`src/rtl/membus_arb2_pkg.sv`:
```
// Shared membus definitions: bus field ranges, arbiter state codes and the
// observable-state type used by the arbiter's debug port.
package membus_arb2_pkg;

    localparam int MA_FIRST = 18;
    localparam int MA_LAST  = 35;
    localparam int MB_FIRST = 0;
    localparam int MB_LAST  = 35;
    localparam int MA_W     = MA_LAST - MA_FIRST + 1;
    localparam int MB_W     = MB_LAST - MB_FIRST + 1;

    typedef logic [MA_FIRST:MA_LAST] ma_t;
    typedef logic [MB_FIRST:MB_LAST] mb_t;

    typedef enum logic [1:0] {
        IDLE = 2'd0,
        ADDR = 2'd1,
        RD   = 2'd2,
        WR   = 2'd3
    } state_t;

endpackage

```
`src/rtl/membus_rr2.sv`:
```
// Two-way pick: on a tie, round-robin favours the side not granted last;
// fixed priority always favours A.
module membus_rr2 #(
    parameter int RR = 1
) (
    input  logic req_a,
    input  logic req_b,
    input  logic last_b,
    output logic pick_a,
    output logic pick_b
);

    localparam logic ROTATE = (RR != 0);

    assign pick_a = req_a & (~req_b | ~ROTATE | last_b);
    assign pick_b = req_b & ~pick_a;

endmodule

```
`src/rtl/membus_arb2.sv`:
```
// Two-requester membus arbiter: grants one requester a whole memory cycle and
// steers its control/address/data to the memory side and responses back.
module membus_arb2
    import membus_arb2_pkg::*;
#(
    parameter int RR = 1
) (
    input  logic   clk,
    input  logic   reset,
    input  logic   membus_rd_rq_a,
    input  logic   membus_rd_rq_b,
    input  logic   membus_wr_rq_a,
    input  logic   membus_wr_rq_b,
    input  logic   membus_rq_cyc_a,
    input  logic   membus_rq_cyc_b,
    input  logic   membus_wr_rs_a,
    input  logic   membus_wr_rs_b,
    input  ma_t    membus_ma_a,
    input  ma_t    membus_ma_b,
    input  mb_t    membus_mb_out_a,
    input  mb_t    membus_mb_out_b,
    input  logic   membus_fmc_select_a,
    input  logic   membus_fmc_select_b,
    output logic   membus_addr_ack_a,
    output logic   membus_addr_ack_b,
    output logic   membus_rd_rs_a,
    output logic   membus_rd_rs_b,
    output mb_t    membus_mb_in_a,
    output mb_t    membus_mb_in_b,
    output logic   membus_rd_rq_s,
    output logic   membus_wr_rq_s,
    output logic   membus_rq_cyc_s,
    output logic   membus_wr_rs_s,
    output logic   membus_fmc_select_s,
    output ma_t    membus_ma_s,
    output mb_t    membus_mb_out_s,
    input  logic   membus_addr_ack_s,
    input  logic   membus_rd_rs_s,
    input  mb_t    membus_mb_in_s,
    output logic   grant_a,
    output logic   grant_b,
    output state_t state
);

    state_t state_q, state_d;
    logic   last_b, inel_a, inel_b;
    logic   elig_a, elig_b, pick_a, pick_b;
    logic   take, release_now;
    logic   g_cyc, g_rd, g_wr, g_wr_rs;

    // A requester that just finished must show rq_cyc low before it may win again.
    assign elig_a = membus_rq_cyc_a & ~inel_a;
    assign elig_b = membus_rq_cyc_b & ~inel_b;

    membus_rr2 #(.RR(RR)) u_pick (
        .req_a  (elig_a),
        .req_b  (elig_b),
        .last_b (last_b),
        .pick_a (pick_a),
        .pick_b (pick_b)
    );

    assign g_cyc   = (grant_a & membus_rq_cyc_a) | (grant_b & membus_rq_cyc_b);
    assign g_rd    = (grant_a & membus_rd_rq_a)  | (grant_b & membus_rd_rq_b);
    assign g_wr    = (grant_a & membus_wr_rq_a)  | (grant_b & membus_wr_rq_b);
    assign g_wr_rs = (grant_a & membus_wr_rs_a)  | (grant_b & membus_wr_rs_b);

    always_comb begin
        state_d     = state_q;
        take        = 1'b0;
        release_now = 1'b0;
        case (state_q)
            IDLE: begin
                if (pick_a | pick_b) begin
                    state_d = ADDR;
                    take    = 1'b1;
                end
            end
            ADDR: begin
                if (membus_addr_ack_s) begin
                    if (g_rd)      state_d = RD;
                    else if (g_wr) state_d = WR;
                end
            end
            RD: begin
                if (membus_rd_rs_s) begin
                    if (g_wr) begin
                        state_d = WR;
                    end else begin
                        state_d     = IDLE;
                        release_now = 1'b1;
                    end
                end
            end
            WR: begin
                if (g_wr_rs) begin
                    state_d     = IDLE;
                    release_now = 1'b1;
                end
            end
            default: state_d = IDLE;
        endcase
        // Dropping rq_cyc mid-cycle aborts, whatever response is pending.
        if (state_q != IDLE && !g_cyc) begin
            state_d     = IDLE;
            release_now = 1'b1;
        end
    end

    always_ff @(posedge clk) begin
        if (reset) begin
            state_q <= IDLE;
            grant_a <= 1'b0;
            grant_b <= 1'b0;
            last_b  <= 1'b1;
            inel_a  <= 1'b0;
            inel_b  <= 1'b0;
        end else begin
            state_q <= state_d;
            if (take) begin
                grant_a <= pick_a;
                grant_b <= pick_b;
                last_b  <= pick_b;
            end else if (release_now) begin
                grant_a <= 1'b0;
                grant_b <= 1'b0;
            end
            inel_a <= (inel_a | (release_now & grant_a)) & membus_rq_cyc_a;
            inel_b <= (inel_b | (release_now & grant_b)) & membus_rq_cyc_b;
        end
    end

    assign membus_rd_rq_s      = g_rd;
    assign membus_wr_rq_s      = g_wr;
    assign membus_rq_cyc_s     = g_cyc;
    assign membus_wr_rs_s      = g_wr_rs;
    assign membus_fmc_select_s = (grant_a & membus_fmc_select_a) | (grant_b & membus_fmc_select_b);
    assign membus_ma_s         = ({MA_W{grant_a}} & membus_ma_a) | ({MA_W{grant_b}} & membus_ma_b);
    assign membus_mb_out_s     = ({MB_W{grant_a}} & membus_mb_out_a) | ({MB_W{grant_b}} & membus_mb_out_b);
    assign membus_mb_in_a      = {MB_W{grant_a}} & membus_mb_in_s;
    assign membus_mb_in_b      = {MB_W{grant_b}} & membus_mb_in_s;

    // Responses only reach the owner, and only in the phase that expects them.
    assign membus_addr_ack_a = grant_a & (state_q == ADDR) & membus_addr_ack_s;
    assign membus_addr_ack_b = grant_b & (state_q == ADDR) & membus_addr_ack_s;
    assign membus_rd_rs_a    = grant_a & (state_q == RD) & membus_rd_rs_s;
    assign membus_rd_rs_b    = grant_b & (state_q == RD) & membus_rd_rs_s;

    assign state = state_q;

endmodule

```
`config.mk`:
```
export PLATFORM = sky130hd
export DESIGN_NAME = membus_arb2
export DESIGN_NICKNAME = d
export VERILOG_FILES = /design/src/rtl/membus_arb2_pkg.sv /design/src/rtl/membus_rr2.sv /design/src/rtl/membus_arb2.sv
export SDC_FILE = /design/constraint.sdc
export NUM_CORES = 1
export LEC_CHECK = 0
export CAP_MARGIN = 20
export CELL_PAD_IN_SITES_DETAIL_PLACEMENT = 0
export CELL_PAD_IN_SITES_GLOBAL_PLACEMENT = 2
export CORE_MARGIN = 2
export CORE_UTILIZATION = 10
export DETAILED_ROUTE_END_ITERATION = 8
export PLACE_DENSITY_LB_ADDON = 0.1
export SETUP_SLACK_MARGIN = 0.02
export SLEW_MARGIN = 0
export SYNTH_ARGS = -nofsm -noshare
export SYNTH_HDL_FRONTEND = slang
export SYNTH_HIERARCHICAL = 1
export SYNTH_SLANG_ARGS = --single-unit
```
`constraint.sdc`:
```
create_clock -name clk -period 1.7 [get_ports clk]
set_clock_uncertainty 0.05 [all_clocks]
set_input_delay 0.17 -clock clk [delete_from_list [all_inputs] [get_ports clk]]
set_output_delay 0.17 -clock clk [all_outputs]
set_load 0.01 [all_outputs]
```
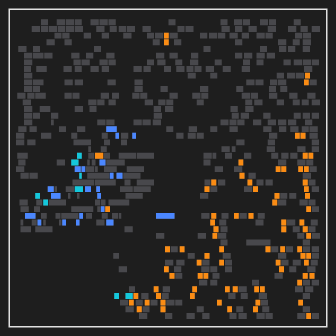
**Above:** gate families picked out.
| color | family | cells |
|---|---|---|
| blue | inverting AOI/OAI gates | 21 |
| cyan | NOR gates | 8 |
| orange | AND and OR gates | 78 |
Layout Cells excl Fill: 704
fraction of standard cell area in multi-input logic: 0.262
most numerous logic cell after layout: sky130_fd_sc_hd__clkdlybuf4s50_1

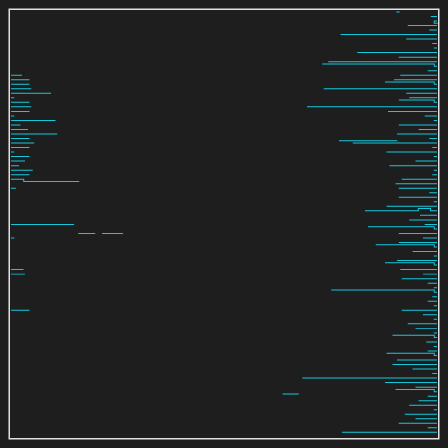
**Above:** metal 3.
main direction: horizontal
share of all routed wire: 8.7%
longest straight run: 40.3 um

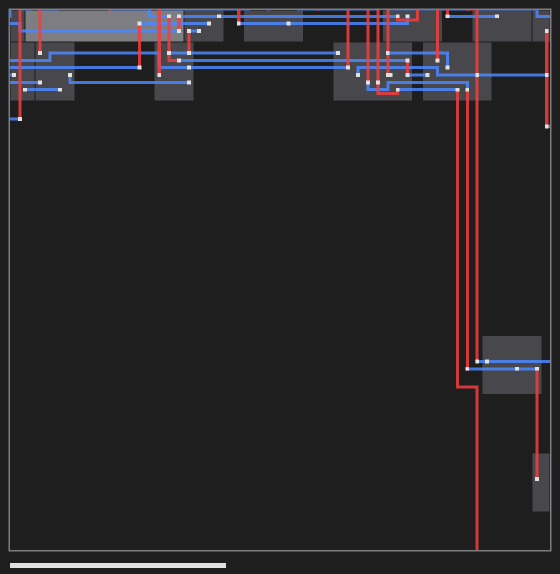
**Above:** layout detail.
Scale bar: 10 um. Region (20, 20) to (45, 45) um. Cells in gray, sequential cells in the stronger gray; small squares are vias.
| color | layer |
|---|---|
| blue | metal 1 |
| red | metal 2 |
netlist names of flops here include: inel_a (1)
sequential cells in the window: 1
most frequent: buf_4 (3), o21ai_1 (2)
cells with their middle in the window: 12

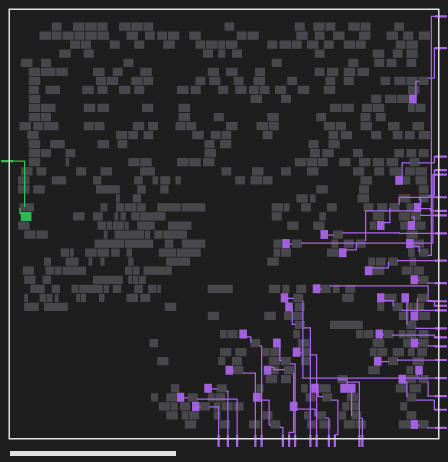
**Above:** wires at chosen ports, followed through buffers.
Scale bar: 50 um.
| color | port | bits | direction | edge | end cells | buffers | wire |
|---|---|---|---|---|---|---|---|
| green | membus_fmc_select_s | 1 | output | west | 1 | 1 | 22.6 um |
| purple | membus_mb_in_b | 36 | output | 22 east, 14 south | 36 | 36 | 812 um |
Port-buffer cells: 296
ports placed on the boundary: 297

==> ds_physical_params.txt <==
Summary of implementation characteristics

Parameter                              Value

Yosys
  Synth top cells by count .................. sky130_fd_sc_hd__and2_1 (75), sky130_fd_sc_hd__a22o_1 (56), sky130_fd_sc_hd__clkbuf_1 (14)
  Async SR Flop Fraction .................. 0
  Gate Count Post-Synth .................. around 220
  Cell Area, Synth .................. around 1600 um^2
  Most area-hungry cell type in the Yosys netlist .................. sky130_fd_sc_hd__a22o_1
  Part of the Yosys area used for sequential elements .................. 0.0900
  Main area contributors after synthesis .................. sky130_fd_sc_hd__a22o_1 (32%), sky130_fd_sc_hd__and2_1 (30%), sky130_fd_sc_hd__dfxtp_1 (9.0%)
  Count of flip-flops with a built-in enable after synthesis .................. 0
  Fraction of synthesized cell area taken by the top area cell type .................. 0.315
  Cell variety after synth .................. 35
  Yosys synthesis warning count .................. 6
  Number of cells in Yosys stat .................. 215
  Most repeated cell in the gate-level netlist after synthesis .................. sky130_fd_sc_hd__and2_1
  Post-synth area from yosys stat .................. 1560 um^2
  Synthesized area per cell .................. 7.24 um^2

Routing
  Pre-antenna DRT Iters .................. 4
  Average via count per standard cell .................. 3.97

Final timing
  Period minus WS final .................. 1.65 ns
  Worst-case headroom to the max-slew limit .................. 0.797
  Fmax .................. between 600 and 700 MHz
  Crit path setup slack, layout .................. 0.0513 ns
  Max-slew violation count .................. 0
  Final setup viols .................. 0

Cells and area
  Antenna diode count .................. 0
  Layout-stage area growth over the synthesis result .................. 215%

Clocking
  Clock-pin transition on the worst setup and hold timing paths .................. around 0.040 ns
  Source-to-sink clock delay at the later pin of the worst-skew pair .................. between 0.2 and 0.25 ns
  Deepest level of the CTS H-tree .................. 1
  Clock tree root buffer cell .................. sky130_fd_sc_hd__clkbuf_16
  CTS Buf Count .................. 3

Min path
  Hold Startpoint .................. inel_b
  Hold Crit Class .................. flip-flop to flip-flop

Place
  Placed cell count .................. 693

Worst setup path
  Largest incremental delay on the critical path .................. between 0.3 and 0.4 ns
  Reg2reg setup slack .................. 0.13 ns
  Cell breakdown of the critical path .................. buf_4 > buf_12 > a22o_1 > dlygate4sd2_1
  Worst Setup Path Type .................. flip-flop to output port
  Critical Path Source Type .................. flip-flop

Die
  Std-Cell Core Area .................. roughly 15000 um^2

Global route
  Number of global-route vias before repair .................. 2609
  Wire length of the first global-routing pass .................. about 17000 um

Outcome
  Status .................. complete, no violations
-- critical path, delay by kind of cell (launching register included) --
family,cells,cell delay [ns]
buffers and inverters,3,0.61
flip-flops,1,0.37
AND-OR/OR-AND,1,0.22
-- sequential cells by signal, indices dropped and copies added, names as in the netlist --
register / cells
inel_a: 1
state: 2
inel_b: 1
grant_b: 1
grant_a: 1
last_b: 1
-- stage by stage --
stage / cell area [um^2] / utilization / total power [mW] / setup TNS, ns
6_report: 4910 / 0.323 / 2.20 / 0
5_1_grt: 4910 / 0.323 / 2.34 / 0
4_1_cts: 4850 / 0.319 / 2.23 / -0.154
3_5_place_dp: 4850 / 0.319 / 1.96 / -0.627
3_3_place_gp: 4850 / 0.319 / 1.97 / -0.507
2_1_floorplan: 1560 / - / 0.807 / 0
-- layout make-up --
| type | count | area, um^2 |
|---|---|---|
| multi-input cells | 177 | 1290 |
| well taps | 188 | 235 |
| flip-flops and latches | 7 | 149 |
| repair buffers | 321 | 3130 |
| inverters | 7 | 26.3 |
| clock buffers | 4 | 78.8 |
| fillers | 1660 | 10300 |
-- worst paths after layout --
kind	endpoint	cells after the start
worst min-delay path	inel_b	2
worst max-delay path	membus_mb_out_s[35]	4
worst max register to register	inel_b	7
worst min register to register	inel_b	2
-- power breakdown --
| part | internal (mW) | switching, mW |
|---|---|---|
| sequential | 0.180 | 0.0207 |
| combinational | 0.937 | 0.666 |
| clock | 0.312 | 0.0879 |
-- layer usage --
layer  GRT usage  part of all wire
met5           0                 0
met4      0.0134            0.0041
met3      0.0366             0.087
met2       0.279              0.56
met1       0.147              0.35
-- cell usage in the layout, fill, tap and decap left out, types with 2 or more instances in the layout --
cell type and n:
sky130_fd_sc_hd__buf_12 7, sky130_fd_sc_hd__dlymetal6s2s_1 8, sky130_fd_sc_hd__nand4_1 2, sky130_fd_sc_hd__dfxtp_4 2, sky130_fd_sc_hd__a21oi_1 5, sky130_fd_sc_hd__clkdlybuf4s15_1 2
sky130_fd_sc_hd__clkbuf_16 3, sky130_fd_sc_hd__dlygate4sd2_1 123, sky130_fd_sc_hd__clkdlybuf4s50_1 161, sky130_fd_sc_hd__a22o_1 56, sky130_fd_sc_hd__nand2b_1 2, sky130_fd_sc_hd__o21ai_0 3
sky130_fd_sc_hd__and3_1 2, sky130_fd_sc_hd__buf_4 15, sky130_fd_sc_hd__nand2_1 4, sky130_fd_sc_hd__buf_2 2, sky130_fd_sc_hd__a22oi_2 2, sky130_fd_sc_hd__o21ai_1 3
sky130_fd_sc_hd__buf_8 2, sky130_fd_sc_hd__inv_1 6, sky130_fd_sc_hd__nor2b_1 3, sky130_fd_sc_hd__and2_1 75, sky130_fd_sc_hd__dfxtp_1 4
-- cell families (layout without fill, tap and decap cells) --
| group | Yosys count | count (layout) | synth area share |
|---|---|---|---|
| buffers and inverters | 31 | 332 | 0.0908 |
| AOI/OAI and AO/OA | 81 | 81 | 0.439 |
| DFF | 7 | 7 | 0.0900 |
| and+or+nand+nor | 96 | 96 | 0.380 |
-- timing repair --
action / 4_1_cts / 5_1_grt
gates resized: 140 / 15
cloned: 1 / 0
setup endpoints to repair: 135 / 11
setup buffers: 4 / 2
pin swaps: 1 / 1
Power is estimated from default activity; no workload was simulated.
